### src/rtl/wb_stage_param_if.sv
// wb_stage_param_if: MEM/WB write-back stage bus (pipeline side = master, stage = slave)
//   master drives: ihit, dhit, flush, instr_valid, regWr, regDst, regSel,
//                  src_data, ld_size, ld_signed, ld_off, halt_in
//   slave drives:  WEN, wsel, wdat, fwd_valid, fwd_reg, fwd_data, retired, halted
interface wb_stage_param_if #(
    parameter int DATA_W = 32,
    parameter int N_SRC  = 4,
    parameter int SEL_W  = 2,
    parameter int REG_AW = 5,
    parameter int CNT_W  = 32,
    parameter int OFF_W  = $clog2(DATA_W / 8)
);
    logic                    ihit;
    logic                    dhit;
    logic                    flush;
    logic                    instr_valid;
    logic                    regWr;
    logic [REG_AW-1:0]       regDst;
    logic [SEL_W-1:0]        regSel;
    logic [N_SRC*DATA_W-1:0] src_data;
    logic [1:0]              ld_size;
    logic                    ld_signed;
    logic [OFF_W-1:0]        ld_off;
    logic                    halt_in;
    logic                    WEN;
    logic [REG_AW-1:0]       wsel;
    logic [DATA_W-1:0]       wdat;
    logic                    fwd_valid;
    logic [REG_AW-1:0]       fwd_reg;
    logic [DATA_W-1:0]       fwd_data;
    logic [CNT_W-1:0]        retired;
    logic                    halted;

    modport master (
        output ihit, dhit, flush, instr_valid, regWr, regDst, regSel,
               src_data, ld_size, ld_signed, ld_off, halt_in,
        input  WEN, wsel, wdat, fwd_valid, fwd_reg, fwd_data, retired, halted
    );

    modport slave (
        input  ihit, dhit, flush, instr_valid, regWr, regDst, regSel,
               src_data, ld_size, ld_signed, ld_off, halt_in,
        output WEN, wsel, wdat, fwd_valid, fwd_reg, fwd_data, retired, halted
    );
endinterface

### src/rtl/wb_stage_param.sv
// wb_stage_param: MEM/WB pipeline register with write-back select, load extraction and retire counter
//   CLK, nRST : clock, synchronous active-low reset
//   bus       : wb_stage_param_if.slave (pipeline inputs in, register-file/forwarding/status out)
module wb_stage_param #(
    parameter int DATA_W   = 32,
    parameter int N_SRC    = 4,
    parameter int SEL_W    = 2,
    parameter int LOAD_IDX = 3,
    parameter int REG_AW   = 5,
    parameter int CNT_W    = 32,
    parameter int OFF_W    = $clog2(DATA_W / 8)
) (
    input logic          CLK,
    input logic          nRST,
    wb_stage_param_if.slave bus
);
    logic              wen_r;
    logic [REG_AW-1:0] dst_r;
    logic [SEL_W-1:0]  sel_r;
    logic [DATA_W-1:0] words_r [N_SRC];
    logic [1:0]        size_r;
    logic              signed_r;
    logic [OFF_W-1:0]  off_r;
    logic [CNT_W-1:0]  retired_r;
    logic              halted_r;
    logic              adv;
    logic [DATA_W-1:0] sel_word;
    logic [7:0]        byte_v;
    logic [15:0]       half_v;
    logic [DATA_W-1:0] byte_ext;
    logic [DATA_W-1:0] half_ext;
    logic [DATA_W-1:0] wdat_c;

    assign adv = bus.ihit | bus.dhit;

    always_ff @(posedge CLK) begin
        if (!nRST) begin
            wen_r     <= 1'b0;
            dst_r     <= '0;
            sel_r     <= '0;
            size_r    <= '0;
            signed_r  <= 1'b0;
            off_r     <= '0;
            retired_r <= '0;
            halted_r  <= 1'b0;
            for (int i = 0; i < N_SRC; i++) words_r[i] <= '0;
        end else if (bus.flush) begin
            wen_r    <= 1'b0;
            dst_r    <= '0;
            sel_r    <= '0;
            size_r   <= '0;
            signed_r <= 1'b0;
            off_r    <= '0;
            for (int i = 0; i < N_SRC; i++) words_r[i] <= '0;
        end else if (adv) begin
            wen_r    <= bus.regWr & bus.instr_valid;
            dst_r    <= bus.regDst;
            sel_r    <= bus.regSel;
            size_r   <= bus.ld_size;
            signed_r <= bus.ld_signed;
            off_r    <= bus.ld_off;
            for (int i = 0; i < N_SRC; i++) words_r[i] <= bus.src_data[i*DATA_W +: DATA_W];
            // Counter saturates at all-ones and freezes once halted.
            if (bus.instr_valid && !halted_r && ~&retired_r) retired_r <= retired_r + 1'b1;
            if (bus.halt_in && bus.instr_valid) halted_r <= 1'b1;
        end
    end

    // Selects beyond N_SRC match no word and leave sel_word at zero.
    always_comb begin
        sel_word = '0;
        for (int i = 0; i < N_SRC; i++) sel_word = (sel_r == SEL_W'(i)) ? words_r[i] : sel_word;
        byte_v   = sel_word[{off_r, 3'b000} +: 8];
        half_v   = sel_word[{off_r[OFF_W-1:1], 4'b0000} +: 16];
        byte_ext = {{(DATA_W-8){signed_r & byte_v[7]}}, byte_v};
        half_ext = {{(DATA_W-16){signed_r & half_v[15]}}, half_v};
        wdat_c   = (sel_r != SEL_W'(LOAD_IDX)) ? sel_word :
                   (size_r == 2'd1) ? half_ext :
                   (size_r == 2'd2) ? byte_ext : sel_word;
    end

    assign bus.WEN       = wen_r & (dst_r != '0) & ~halted_r;
    assign bus.wsel      = dst_r;
    assign bus.wdat      = wdat_c;
    assign bus.fwd_valid = bus.WEN;
    assign bus.fwd_reg   = dst_r;
    assign bus.fwd_data  = wdat_c;
    assign bus.retired   = retired_r;
    assign bus.halted    = halted_r;
endmodule

### src/flat_wrapper.sv
// flat-port wrapper written by rule: the top's interface ports become plain ports
module wb_stage_param_flat 
#(
    parameter int DATA_W   = 32,
    parameter int N_SRC    = 4,
    parameter int SEL_W    = 2,
    parameter int LOAD_IDX = 3,
    parameter int REG_AW   = 5,
    parameter int CNT_W    = 32,
    parameter int OFF_W    = $clog2(DATA_W / 8)
)
  (CLK, nRST, bus_ihit, bus_dhit, bus_flush, bus_instr_valid, bus_regWr, bus_regDst, bus_regSel, bus_src_data, bus_ld_size, bus_ld_signed, bus_ld_off, bus_halt_in, bus_WEN, bus_wsel, bus_wdat, bus_fwd_valid, bus_fwd_reg, bus_fwd_data, bus_retired, bus_halted);
  wb_stage_param_if #(.DATA_W(DATA_W), .N_SRC(N_SRC), .SEL_W(SEL_W), .REG_AW(REG_AW), .CNT_W(CNT_W), .OFF_W(OFF_W)) bus_i ();
  input logic CLK;
  input logic nRST;
  input wire logic [$bits(bus_i.ihit)-1:0] bus_ihit;
  input wire logic [$bits(bus_i.dhit)-1:0] bus_dhit;
  input wire logic [$bits(bus_i.flush)-1:0] bus_flush;
  input wire logic [$bits(bus_i.instr_valid)-1:0] bus_instr_valid;
  input wire logic [$bits(bus_i.regWr)-1:0] bus_regWr;
  input wire logic [$bits(bus_i.regDst)-1:0] bus_regDst;
  input wire logic [$bits(bus_i.regSel)-1:0] bus_regSel;
  input wire logic [$bits(bus_i.src_data)-1:0] bus_src_data;
  input wire logic [$bits(bus_i.ld_size)-1:0] bus_ld_size;
  input wire logic [$bits(bus_i.ld_signed)-1:0] bus_ld_signed;
  input wire logic [$bits(bus_i.ld_off)-1:0] bus_ld_off;
  input wire logic [$bits(bus_i.halt_in)-1:0] bus_halt_in;
  output wire logic [$bits(bus_i.WEN)-1:0] bus_WEN;
  output wire logic [$bits(bus_i.wsel)-1:0] bus_wsel;
  output wire logic [$bits(bus_i.wdat)-1:0] bus_wdat;
  output wire logic [$bits(bus_i.fwd_valid)-1:0] bus_fwd_valid;
  output wire logic [$bits(bus_i.fwd_reg)-1:0] bus_fwd_reg;
  output wire logic [$bits(bus_i.fwd_data)-1:0] bus_fwd_data;
  output wire logic [$bits(bus_i.retired)-1:0] bus_retired;
  output wire logic [$bits(bus_i.halted)-1:0] bus_halted;
  assign bus_i.ihit = bus_ihit;
  assign bus_i.dhit = bus_dhit;
  assign bus_i.flush = bus_flush;
  assign bus_i.instr_valid = bus_instr_valid;
  assign bus_i.regWr = bus_regWr;
  assign bus_i.regDst = bus_regDst;
  assign bus_i.regSel = bus_regSel;
  assign bus_i.src_data = bus_src_data;
  assign bus_i.ld_size = bus_ld_size;
  assign bus_i.ld_signed = bus_ld_signed;
  assign bus_i.ld_off = bus_ld_off;
  assign bus_i.halt_in = bus_halt_in;
  assign bus_WEN = bus_i.WEN;
  assign bus_wsel = bus_i.wsel;
  assign bus_wdat = bus_i.wdat;
  assign bus_fwd_valid = bus_i.fwd_valid;
  assign bus_fwd_reg = bus_i.fwd_reg;
  assign bus_fwd_data = bus_i.fwd_data;
  assign bus_retired = bus_i.retired;
  assign bus_halted = bus_i.halted;
  wb_stage_param #(.DATA_W(DATA_W), .N_SRC(N_SRC), .SEL_W(SEL_W), .LOAD_IDX(LOAD_IDX), .REG_AW(REG_AW), .CNT_W(CNT_W), .OFF_W(OFF_W)) u_core (.CLK(CLK), .nRST(nRST), .bus(bus_i));
endmodule
### config.mk
export PLATFORM = sky130hd
export DESIGN_NAME = wb_stage_param_flat
export DESIGN_NICKNAME = d
export VERILOG_FILES = /design/src/rtl/wb_stage_param_if.sv /design/src/rtl/wb_stage_param.sv /design/src/flat_wrapper.sv
export SDC_FILE = /design/constraint.sdc
export NUM_CORES = 1
export LEC_CHECK = 0
export CORE_MARGIN = 5
export CORE_UTILIZATION = 35
export DETAILED_ROUTE_END_ITERATION = 10
export GPL_TIMING_DRIVEN = 0
export HOLD_SLACK_MARGIN = 0.15
export SYNTH_ARGS = -nofsm -noshare
export SYNTH_HDL_FRONTEND = slang
export SYNTH_SLANG_ARGS = --single-unit
### constraint.sdc
create_clock -name CLK -period 5 [get_ports CLK]
set_clock_uncertainty 0.15 [all_clocks]
set_input_delay 1 -clock CLK [delete_from_list [all_inputs] [get_ports CLK]]
set_output_delay 1 -clock CLK [all_outputs]
set_load 0.03 [all_outputs]
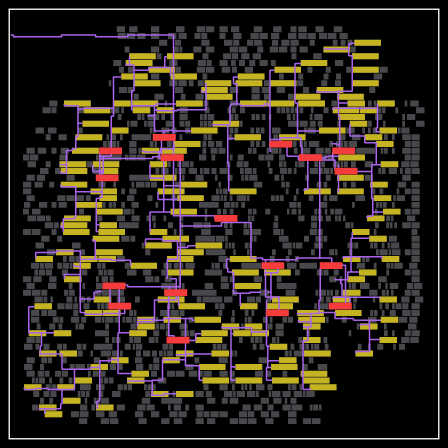
Fig. 1. Clock distribution (run 1).
- clock wires: purple (length 2310 um)
- clock drivers: red (count 17)
- flip-flops: yellow (count 174)
- routed clock nets: 18
clock latency of the later-clocked register in the worst-skew pair: 440 ps
power dissipated in the clock network: 1320 uW
clock network power share: 36.8%

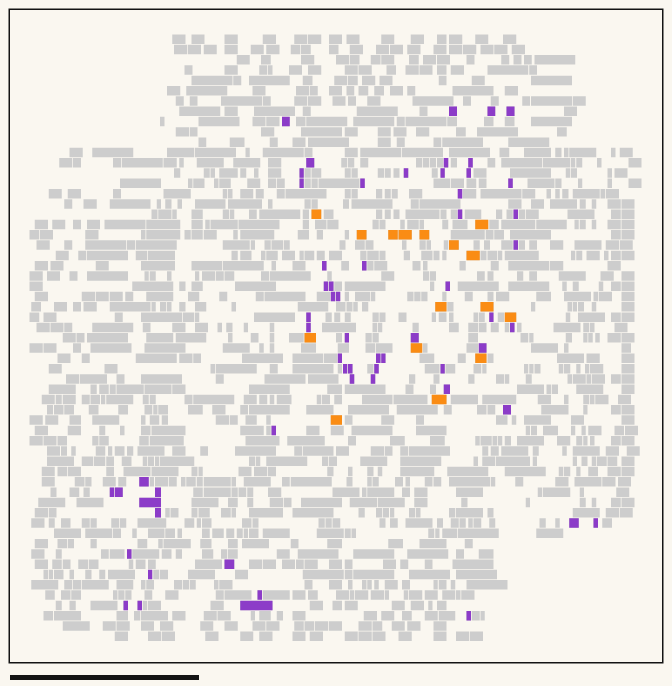
Fig. 2. Gate-type map (run 1).
Bar = 50 um.
- nor cells: purple (cells 60)
- non-inverting ao/oa cells: orange (cells 16)
dominant logic cell type in the layout: clkdlybuf4s50_1
final cell count without fillers: 1584
Comb area share: 32.8%

==> results_tabular.tex, run 1 <==
% Synthesis and place-and-route results
\begin{tabular}{lr}
\hline
Metric & Value \\
\hline
\multicolumn{2}{l}{\textbf{Final timing}} \\
\quad Final critical-path required period & 4940 ps \\
\quad Highest attainable clock frequency & 0.202 GHz \\
\quad Slew of the pin with the lowest slew margin & 795 ps \\
\quad Ratio of final minimum period to clock period & 98.8\% \\
\quad Setup repair after global routing missed its margin & yes \\
\quad Total negative slack for setup checks & 0 ps \\
\quad Slew HR & 47.0\% \\
\quad Finish-stage setup viols & 0 \\
\quad Post-route worst setup slack & 61.4 ps \\
\multicolumn{2}{l}{\textbf{Min path}} \\
\quad Hold\_sp & u\_core.wen\_r \\
\quad Hold Crit Class & reg -> reg \\
\quad Worst-case hold path end point & u\_core.wen\_r \\
\multicolumn{2}{l}{\textbf{Setup path}} \\
\quad Crit. path cell count & 8 \\
\quad Crit start category & flip-flop \\
\quad Total buffers and inverters traversed by the critical path & 4 \\
\quad Terminus of the critical flop-to-flop path & u\_core.bus.retired[25] \\
\quad Critical Path RT & 3850 ps \\
\quad CP endpoint kind & primary output \\
\quad Cell type of the slowest stage on the worst timing path & clkdlybuf4s50\_1 \\
\quad Origin of the worst setup path & u\_core.sel\_r[1] \\
\quad Worst setup endpoint & bus\_wdat[6] \\
\quad Startpoint of the worst register-to-register path & u\_core.bus.halted \\
\quad Arr. time, crit path & 3790 ps \\
\quad Crit-path leading delay family & buffers and inverters \\
\multicolumn{2}{l}{\textbf{Layout}} \\
\quad P\&R area growth vs syn & 39.9\% \\
\quad Max FFs per register & 128 \\
\multicolumn{2}{l}{\textbf{Logic synthesis}} \\
\quad Floorplan Nets & 1105 \\
\quad Yosys simple share & 22.2\% \\
\quad Total cell area reported by yosys after synthesis & 9220 sq um \\
\quad Dominant cells by area after synthesis & edfxtp\_1 31\%, dfxtp\_1 17\%, and2\_1 7.0\% \\
\quad Total cells reported by yosys after synthesis & 956 \\
\quad Post-synth top area share & 31.3\% \\
\quad Proportion of register bits with asynchronous set or reset after synthesis & 0\% \\
\quad Sequential element share of the synthesized area & 48.2\% \\
\quad Post-synthesis instance area & 9220 sq um \\
\quad Synth warn & 0 \\
\quad Dominant combinational cell family by area after synthesis & simple AND/OR/NAND/NOR gates \\
\multicolumn{2}{l}{\textbf{Global route}} \\
\quad GRT overflow & 0 \\
\quad Largest net degree at the start of global routing & 56 \\
\quad Vias in the first global route & 8276 \\
\multicolumn{2}{l}{\textbf{Die}} \\
\quad Site Rows & 59 \\
\quad Boundary pin count & 257 \\
\quad Core region area & 26000 sq um \\
\quad Die extent in y & 172 um \\
\quad X dimension of the die & 172 um \\
\quad Die area & 29700 sq um \\
\multicolumn{2}{l}{\textbf{Job}} \\
\quad Number of warnings in the stage logs & 27 \\
\multicolumn{2}{l}{\textbf{Power}} \\
\quad Total power draw & 3590 uW \\
\quad Power group with the highest consumption & sequential cells \\
\quad Design internal power & 2610 uW \\
\quad Power per cell area & 279 nW/um\^{}2 \\
\multicolumn{2}{l}{\textbf{Routing}} \\
\quad Residual DRC count & 0 \\
\quad Drt total wl & 33.0 mm \\
\quad Number of nets still failing antenna checks after routing & 0 \\
\multicolumn{2}{l}{\textbf{Clocking}} \\
\quad Clock tree from TritonCTS & built \\
\quad Clock Sink Count & 174 \\
\quad Clk pin slew, worst setup/hold paths & 70 ps \\
\quad Bufs on Longest Clock Path & 2 \\
\multicolumn{2}{l}{\textbf{Run status}} \\
\quad Status & completed \\
\multicolumn{2}{l}{\textbf{Placed design}} \\
\quad Post-DP HPWL & 25.0 mm \\
\quad Final weighted congestion in routability-driven placement & 0.924 \\
\quad Cell area after placement & 12300 sq um \\
\hline
\end{tabular}
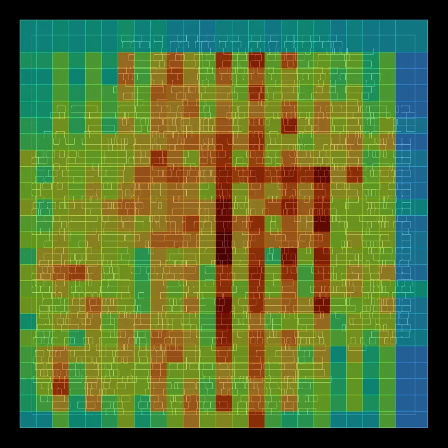
Fig. 3. Track usage over the die (run 1).
per-cell routed wire length: 20.8 um
met3 Resource Use GR: 4.96%
met2 Use GR: 35.3%

==> run 1: layer usage <==
layer  routed length (um)  vias up  track usage [%]
met5                   33        -                0
met2                15600      346             35.3
met1                14000     3961             29.5
met4                  779        6             7.69
met3                 2640       43             4.96
li1                     -     3992                -
==> run 1: what timing repair did <==
| item | in CTS | in global routing |
|---|---|---|
| pin swaps | 0 | 1 |
| endpoints found under the setup margin | 9 | 25 |
| resized | 3 | 7 |
| buffers inserted | 0 | 1 |
==> run 1: layout make-up <==
type                    instances  area (sq um)
clock inverters                12          96.3
diodes                          2          5.00
well taps                     335           419
fillers                      2491         13100
flip-flops and latches        174          4440
clock buffers                  20           489
multi-input cells             676          4230
plain buffers                  99           566
repair buffers                259          2620
inverters                       7          26.3
==> inputs of run 2 (changes only) <==
- ABC_CLOCK_PERIOD_IN_PS: not set -> 5000
- CORE_UTILIZATION: 35 -> 49
- PLACE_DENSITY: not set -> 0.81
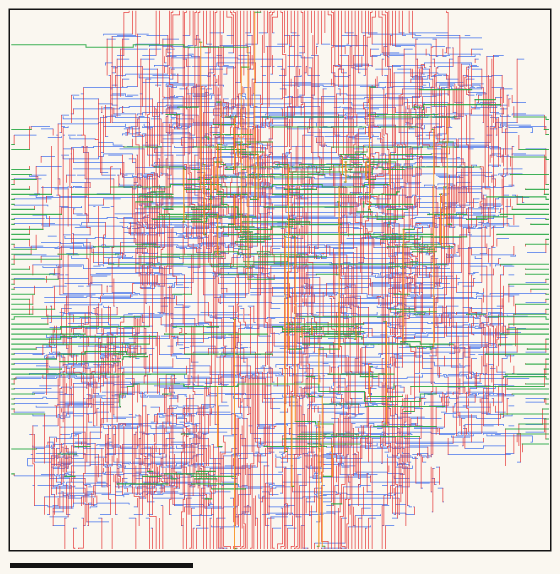
Fig. 4. Metal layers overlaid (run 2).
Bar = 50 um.
- metal 2: red (wire length 15900 um)
- metal 4: orange (wire length 974 um)
- metal 1: blue (wire length 12800 um)
- metal 3: green (wire length 3100 um)

==> run 2 against run 1 <==
- critical path depth is the same
- critical endpoint is now bus_wdat[8]
- combinational power barely moved
- setup slack better by 11 ps
- die area fell by 27%
- total power rose by 1.9%
- register-to-register slack better by 40 ps
- highest routed layer is now met4
- clock power increased by 5%
==> results_tabular.tex, run 2 <==
% Synthesis and place-and-route results
\begin{tabular}{lr}
\hline
Metric & Value \\
\hline
\multicolumn{2}{l}{\textbf{Run status}} \\
\quad Status & completed (unchanged) \\
\multicolumn{2}{l}{\textbf{Layout}} \\
\quad Area taken by multi-input logic gates & 4230 sq um (about the same) \\
\quad Number of inserted diodes & 1 (was 2) \\
\quad Area used by sequential logic in the layout & 4440 sq um (unchanged) \\
\quad Clock buffer count & 21 (was 20) \\
\quad Registers & 174 (unchanged) \\
\quad Dominant logic cell type in the layout & clkdlybuf4s50\_1 (unchanged) \\
\quad Number of non-clock buffers in the layout & 357 (was 358) \\
\quad Area share of buffers outside the clock network & 24.9\% (was 24.7\%) \\
\quad Comb area share & 33.1\% (was 32.8\%) \\
\quad Clock network share of area & 4.78\% (was 4.54\%) \\
\quad Non-CTS inverters & 7 (unchanged) \\
\multicolumn{2}{l}{\textbf{Setup path}} \\
\quad Terminus of the critical flop-to-flop path & u\_core.bus.retired[21] (was u\_core.bus.retired[25]) \\
\quad Crit-path leading delay family & AND-OR/OR-AND gates (was buffers and inverters) \\
\quad Critical Path RT & 3850 ps (about the same) \\
\quad Startpoint of the worst register-to-register path & u\_core.bus.halted (unchanged) \\
\quad Crit. path cell count & 8 (unchanged) \\
\quad CP endpoint kind & primary output (unchanged) \\
\quad Crit start category & flip-flop (unchanged) \\
\quad Total buffers and inverters traversed by the critical path & 3 (was 4) \\
\quad Arr. time, crit path & 3780 ps (was 3790 ps) \\
\multicolumn{2}{l}{\textbf{Placed design}} \\
\quad Final weighted congestion in routability-driven placement & 0.962 (was 0.924) \\
\quad Cell area after placement & 12100 sq um (was 12300 sq um) \\
\multicolumn{2}{l}{\textbf{Die}} \\
\quad Die area & 21700 sq um (was 29700 sq um) \\
\quad Number of tap cells added at floorplan & 234 (was 335) \\
\quad X dimension of the die & 147 um (was 172 um) \\
\quad Boundary pin count & 257 (unchanged) \\
\quad Site Rows & 50 (was 59) \\
\multicolumn{2}{l}{\textbf{Min path}} \\
\quad Worst-case hold path end point & u\_core.words\_r[2][25] (was u\_core.wen\_r) \\
\quad Hold Crit Class & reg -> reg (unchanged) \\
\quad Hold\_sp & u\_core.words\_r[2][25] (was u\_core.wen\_r) \\
\multicolumn{2}{l}{\textbf{Final timing}} \\
\quad Total negative slack for setup checks & 0 ps (unchanged) \\
\quad Slew of the pin with the lowest slew margin & 838 ps (was 795 ps) \\
\quad Setup repair after global routing missed its margin & no (was yes) \\
\quad Finish-stage setup viols & 0 (unchanged) \\
\multicolumn{2}{l}{\textbf{Power}} \\
\quad Total power draw & 3660 uW (was 3590 uW) \\
\quad Power per cell area & 286 nW/um\^{}2 (was 279 nW/um\^{}2) \\
\multicolumn{2}{l}{\textbf{Logic synthesis}} \\
\quad Total cell area reported by yosys after synthesis & 9220 sq um (unchanged) \\
\quad Sequential element share of the synthesized area & 48.2\% (unchanged) \\
\quad Yosys simple share & 22.2\% (unchanged) \\
\quad Post-synth top area share & 31.3\% (unchanged) \\
\quad Total cells reported by yosys after synthesis & 956 (unchanged) \\
\multicolumn{2}{l}{\textbf{Clocking}} \\
\quad Clk pin slew, worst setup/hold paths & 70 ps (about the same) \\
\quad Clock Sink Count & 174 (unchanged) \\
\quad Post-CTS setup-driven buffer insertion count & 0 (unchanged) \\
\quad Clock latency of the later-clocked register in the worst-skew pair & 430 ps (was 440 ps) \\
\multicolumn{2}{l}{\textbf{Routing}} \\
\quad Number of nets still failing antenna checks after routing & 0 (unchanged) \\
\quad Drt total wl & 32.8 mm (was 33.0 mm) \\
\multicolumn{2}{l}{\textbf{Global route}} \\
\quad Vias in the first global route & 8677 (was 8276) \\
\hline
\end{tabular}
[run 2: cell types whose count changed in the layout (fill, tap and decap cells not counted), sizes merged]
cell | previous run | this run
dlymetal6s2s | 1 | 0
buf | 62 | 59
inv | 11 | 7
bufinv | 0 | 2
clkinvlp | 0 | 1
clkdlybuf4s50 | 255 | 256
diode | 2 | 1
clkbuf | 60 | 63
[run 2: power breakdown]
| group | internal, uW | leakage, uW | switching, uW |
|---|---|---|---|
| Combinational | 318 | 0.00263 | 352 |
| Sequential | 1570 | 0.00176 | 34.3 |
| Clock | 801 | 0.000300 | 584 |
[run 2: per-layer routing]
layer	global-route usage [%]	share of wire [%]	vias to the layer above
met5	0	0	-
met4	9.83	3.0	0
met3	7.93	9.5	88
met2	48.9	48	511
met1	37.2	39	4192
li1	-	-	3989
Power and IR drop assume default switching activity.
